Figure 1. Metal layers overlaid.
Drawn at 4 px/um.
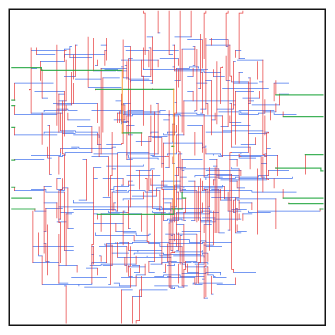
Figure 2. Clock wires, drivers and flops.
Drawn at 4 px/um.
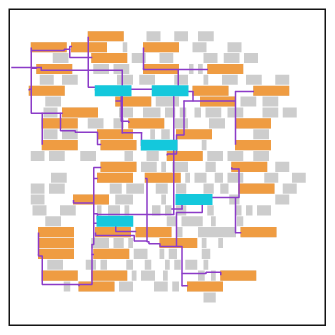
Figure 3. Signal wires on met3.
Drawn at 4 px/um.
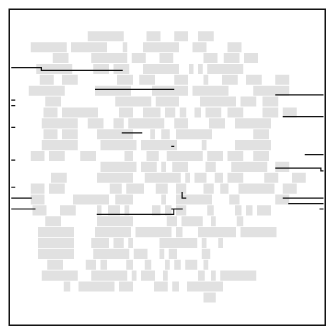
===== config.mk =====
export PLATFORM = sky130hd
export DESIGN_NAME = spi_master
export DESIGN_NICKNAME = d
export VERILOG_FILES = /design/src/rtl/spi_master_pkg.sv /design/src/rtl/spi_clk_gen.sv /design/src/rtl/spi_master.sv
export SDC_FILE = /design/constraint.sdc
export NUM_CORES = 1
export LEC_CHECK = 0
export CAP_MARGIN = 10
export CELL_PAD_IN_SITES_DETAIL_PLACEMENT = 1
export CELL_PAD_IN_SITES_GLOBAL_PLACEMENT = 2
export CORE_MARGIN = 4
export CORE_UTILIZATION = 39
export CTS_BUF_LIST = sky130_fd_sc_hd__clkbuf_16
export DETAILED_ROUTE_END_ITERATION = 8
export PLACE_DENSITY = 0.9
export SETUP_SLACK_MARGIN = 0.02
export SLEW_MARGIN = 20
export SYNTH_ARGS = -nofsm -noshare
export SYNTH_HDL_FRONTEND = slang
export SYNTH_HIERARCHICAL = 1
export SYNTH_SLANG_ARGS = --single-unit

===== constraint.sdc =====
create_clock -name clk -period 4.6 [get_ports clk]
set_clock_uncertainty 0.1 [all_clocks]
set_input_delay 1.38 -clock clk [delete_from_list [all_inputs] [get_ports clk]]
set_output_delay 1.38 -clock clk [all_outputs]
set_load 0.05 [all_outputs]

===== src/rtl/spi_master_pkg.sv =====
// ============================================================================
// Module : spi_master_pkg
// Brief  : Shared types and defaults for the SPI master.
// Rev    : 1.0  initial release
// ============================================================================
`default_nettype none

package spi_master_pkg;

  localparam int DATA_WIDTH_DEF = 8;
  localparam int CLK_DIV_DEF    = 4;

  typedef enum logic [2:0] {
    ST_IDLE  = 3'd0,
    ST_SETUP = 3'd1,
    ST_XFER  = 3'd2,
    ST_HOLD  = 3'd3,
    ST_GAP   = 3'd4
  } state_e;

  // Mode word is {CPOL, CPHA}
  typedef enum logic [1:0] {
    MODE0 = 2'b00,
    MODE1 = 2'b01,
    MODE2 = 2'b10,
    MODE3 = 2'b11
  } spi_mode_e;

endpackage

`default_nettype wire


===== src/rtl/spi_clk_gen.sv =====
// ============================================================================
// Module : spi_clk_gen
// Brief  : Half-period counter producing alternating leading/trailing strobes.
// Rev    : 1.0  initial release
// ============================================================================
`default_nettype none

module spi_clk_gen #(
  parameter int CLK_DIV = 4
) (
  input  logic clk,
  input  logic rst_n,
  input  logic i_en,
  output logic o_lead_stb,
  output logic o_trail_stb
);

  localparam int CW = $clog2(CLK_DIV);

  logic [CW-1:0] r_cnt;
  logic          r_phase;
  logic          w_tick;

  assign w_tick      = i_en && (r_cnt == CW'(CLK_DIV - 1));
  assign o_lead_stb  = w_tick && !r_phase;
  assign o_trail_stb = w_tick &&  r_phase;

  // Phase restarts on every enable so the first strobe is always a leading edge
  always_ff @(posedge clk or negedge rst_n) begin
    if (!rst_n) begin
      r_cnt   <= '0;
      r_phase <= 1'b0;
    end else if (!i_en) begin
      r_cnt   <= '0;
      r_phase <= 1'b0;
    end else if (w_tick) begin
      r_cnt   <= '0;
      r_phase <= ~r_phase;
    end else begin
      r_cnt   <= r_cnt + CW'(1);
    end
  end

endmodule

`default_nettype wire


===== src/rtl/spi_master.sv =====
// ============================================================================
// Module : spi_master
// Brief  : Single-slave SPI master, all four CPOL/CPHA modes, registered outputs.
// Rev    : 1.0  initial release
// ============================================================================
`default_nettype none

module spi_master
  import spi_master_pkg::*;
#(
  parameter int DATA_WIDTH = DATA_WIDTH_DEF,
  parameter int CLK_DIV    = CLK_DIV_DEF
) (
  input  logic                  clk,
  input  logic                  rst_n,
  input  logic                  start,
  input  logic [DATA_WIDTH-1:0] tx_data,
  input  logic                  CPOL,
  input  logic                  CPHA,
  output logic                  busy,
  output logic                  done,
  output logic [DATA_WIDTH-1:0] rx_data,
  output logic                  sclk,
  output logic                  cs_n,
  output logic                  mosi,
  input  logic                  miso
);

  localparam int CW = $clog2(CLK_DIV);
  localparam int BW = $clog2(DATA_WIDTH);

  state_e                r_state, w_next;
  spi_mode_e             r_mode;
  logic [CW-1:0]         r_cnt;
  logic [BW-1:0]         r_bit_cnt;
  logic                  r_smp_done;
  logic [DATA_WIDTH-1:0] r_tx, r_rx, r_rx_data;
  logic                  r_sclk, r_cs_n, r_mosi, r_busy, r_done;
  logic                  w_lead, w_trail, w_sample, w_last_smp, w_xfer_end;
  logic                  w_cnt_end, w_xfer_en, w_cpha;

  spi_clk_gen #(.CLK_DIV(CLK_DIV)) u_clk_gen (
    .clk         (clk),
    .rst_n       (rst_n),
    .i_en        (w_xfer_en),
    .o_lead_stb  (w_lead),
    .o_trail_stb (w_trail)
  );

  assign w_xfer_en  = (r_state == ST_XFER);
  assign w_cpha     = r_mode[0];
  assign w_cnt_end  = (r_cnt == CW'(CLK_DIV - 1));
  assign w_sample   = w_cpha ? w_trail : w_lead;
  assign w_last_smp = w_sample && (r_bit_cnt == BW'(DATA_WIDTH - 1));
  // CPHA=0 takes its last sample on a leading edge; the transfer still ends on the trailing edge
  assign w_xfer_end = w_trail && (r_smp_done || w_last_smp);

  always_comb begin
    w_next = r_state;
    case (r_state)
      ST_IDLE:  if (start)      w_next = ST_SETUP;
      ST_SETUP: if (w_cnt_end)  w_next = ST_XFER;
      ST_XFER:  if (w_xfer_end) w_next = ST_HOLD;
      ST_HOLD:  if (w_cnt_end)  w_next = ST_GAP;
      ST_GAP:   if (w_cnt_end)  w_next = ST_IDLE;
      default:                  w_next = ST_IDLE;
    endcase
  end

  always_ff @(posedge clk or negedge rst_n) begin
    if (!rst_n) r_state <= ST_IDLE;
    else        r_state <= w_next;
  end

  always_ff @(posedge clk or negedge rst_n) begin
    if (!rst_n) begin
      r_mode     <= MODE0;
      r_cnt      <= '0;
      r_bit_cnt  <= '0;
      r_smp_done <= 1'b0;
      r_tx       <= '0;
      r_rx       <= '0;
      r_rx_data  <= '0;
      r_sclk     <= 1'b0;
      r_cs_n     <= 1'b1;
      r_mosi     <= 1'b0;
      r_busy     <= 1'b0;
      r_done     <= 1'b0;
    end else begin
      r_done <= 1'b0;
      if ((r_state == ST_SETUP || r_state == ST_HOLD || r_state == ST_GAP) && !w_cnt_end)
        r_cnt <= r_cnt + CW'(1);
      else
        r_cnt <= '0;

      case (r_state)
        ST_IDLE: begin
          r_sclk <= CPOL;
          r_cs_n <= 1'b1;
          r_mosi <= 1'b0;
          if (start) begin
            r_mode     <= spi_mode_e'({CPOL, CPHA});
            r_tx       <= tx_data;
            r_cs_n     <= 1'b0;
            r_busy     <= 1'b1;
            r_mosi     <= CPHA ? 1'b0 : tx_data[DATA_WIDTH-1];
            r_bit_cnt  <= '0;
            r_smp_done <= 1'b0;
          end
        end
        ST_XFER: begin
          if (w_lead || w_trail) r_sclk <= ~r_sclk;
          if (w_sample) begin
            r_rx      <= {r_rx[DATA_WIDTH-2:0], miso};
            r_bit_cnt <= r_bit_cnt + BW'(1);
          end
          if (w_last_smp) r_smp_done <= 1'b1;
          if (!w_cpha && w_trail && !w_xfer_end) begin
            r_mosi <= r_tx[DATA_WIDTH-2];
            r_tx   <= {r_tx[DATA_WIDTH-2:0], 1'b0};
          end
          if (w_cpha && w_lead) begin
            r_mosi <= r_tx[DATA_WIDTH-1];
            r_tx   <= {r_tx[DATA_WIDTH-2:0], 1'b0};
          end
        end
        ST_HOLD: begin
          if (w_cnt_end) begin
            r_cs_n    <= 1'b1;
            r_done    <= 1'b1;
            r_rx_data <= r_rx;
            r_mosi    <= 1'b0;
          end
        end
        ST_GAP: begin
          if (w_cnt_end) r_busy <= 1'b0;
        end
        default: ;
      endcase
    end
  end

  assign busy    = r_busy;
  assign done    = r_done;
  assign rx_data = r_rx_data;
  assign sclk    = r_sclk;
  assign cs_n    = r_cs_n;
  assign mosi    = r_mosi;

endmodule

`default_nettype wire


==> reports/results.txt <==
status - finished clean
total power - 0.729 mW
dominant power group - sequential cells
Non-clock buffer share - 10.7%
Area Overhead vs Synth - 22.0%
Max-slew headroom - 39.0%
Post-Synth Adder-Cell Area - 2.57%
clock-net power - 0.333 mW
mean cell area of the mapped netlist - 13.0 um2
capturing point of the worst reg2reg path - r_bit_cnt[0]
cell row count - 25
Buf+Inv Stages, Crit Path - 1
Die H - 78.7 um
max layer used - met4
met2 routed WL - 2010 um
Comb. pwr - 0.0217 mW
Max stage delay on crit path - 0.81 ns
leak pwr - 1.08 nW
GRT overflow - 0
post-synthesis instance total - 150
Net Sw Power - 0.148 mW
worst slack, placed - 1.52 ns
Comb/total area - 34.0%
syn nets - 168
first-pass GRT wire length - 6730 um
Seq area share - 44.3%
Tot GR Track Use - 14.0%
Cell variety after synth - 37
flops out of synthesis - 42
CP max FO - 3
critical path depth in cells - 1
hold endpoint - r_cnt[0]
delay-heaviest family, CP - buffers and inverters
Worst Path Arrival - 1.63 ns
Crit Path Category - flop to output pin
MI comb area - 807 um2
GRT met1 Usage - 16.8%
sequential share of power - 51.3%
fin area - 0.00237 mm2
stage-log warning count - 26
Setup crit start kind - flop
core footprint - 0.00479 mm2
RR Startpoint - r_state[1]
routability cong. - 0.788
CTS tree - yes
Die X - 78.7 um
Post-synth EDFFs - 0
Final ANT Viol Nets - 0
vias in the first global route - 1402
Synth top cells by count - dfrtp_1, mux2_2, nand2_1
Power Density - 307 mW/mm2
registers - 42
Layout Nets - 194
RSZ-0062 raised after global routing - false
I/O Pins - 27
met3 usage - 3.56%
final std cells w/o fill - 244
Post-Synth AOI/OAI Area - 9.06%
fp util - 40.7%
DP HPWL - 2740 um
max-capacitance violation count - 0
crit path DRT - 3.12 ns
Synth Area in Simple Gates - 8.35%
FF/Latch Area - 0.00105 mm2
cell taking the most area after synthesis - dfrtp_1
HP Start - r_cnt[0]
Crit. Startpoint - cs_n
Max-area cell class - registers
Final Hold Fails - 0
post-CTS resize count - 0
CP endpoint - cs_n
clock buf count - 5
Clk pwr share - 45.7%
WL met1 - 1650 um
worst min-delay path category - flop to flop
Post-DP Area - 0.00223 mm2
top-count cell post-synth - dfrtp_1
Top cell excl fill/tap - dfrtp_1
Post-synth ARST share - 100%
busiest grt layer - met2
clk tree area frac - 5.95%
initial antenna violation count - 0
PortBufs - 26
mi-comb count - 95
Worst Slack Setup Final - 1.49 ns
cts hold-fix bufs - 0
DRT Pass-1 Iters - 4
Seq. pwr - 0.374 mW
Final Setup Violations - 0
Post-Synthesis Cell Area - 0.00195 mm2
FF-to-FF path depth - 8
# fillers - 506
fin. max-slew vios - 0
Clock Tree Root - clkbuf_16
antenna cell count - 0
placed cell count - 236
Slowest-stage cell, CP - clkdlybuf4s50_1
Top cells excl fill/tap - dfrtp_1, mux2_2, clkdlybuf4s50_1, nand2_1
Routed WL - 3850 um
largest net degree at the start of global routing - 43
chip area in the Yosys report - 0.00195 mm2
nonclk buf count - 26
H-tree lvl count - 2
synth warn - 6
met2 Track Usage GR - 24.4%
synth top area cells - dfrtp_1, mux2_2, ha_1
Internal - 0.581 mW
clock tree sinks - 42
vias per cell - 5.13
Peak VDD IR - 0.196 mV
met3 WL - 149 um
Sw Share - 20.3%
clk slew on worst S/H paths - 0.06 ns
fmax - 0.321 GHz
yosys xor share - 0.900%
## Picture notes: Figure 1
legend:
  met3:
    colour: green
    wire_length: 150 um
  met1:
    colour: blue
    wire_length: 1650 um
  met2:
    colour: red
    wire_length: 2010 um
  met4:
    colour: orange
    wire_length: 45.6 um

## Picture notes: Figure 2
legend:
  cells driving clock nets:
    colour: cyan
    count: 5
  clock wires:
    colour: purple
    length: 497 um
  flip-flops:
    colour: orange
    count: 42
flops lie: spread over the die

## Picture notes: Figure 3
wire length on this layer: 150 um
longest straight run: 20.2 um
main direction: horizontal

No activity file was given, so power comes from the tool's default toggle rates.
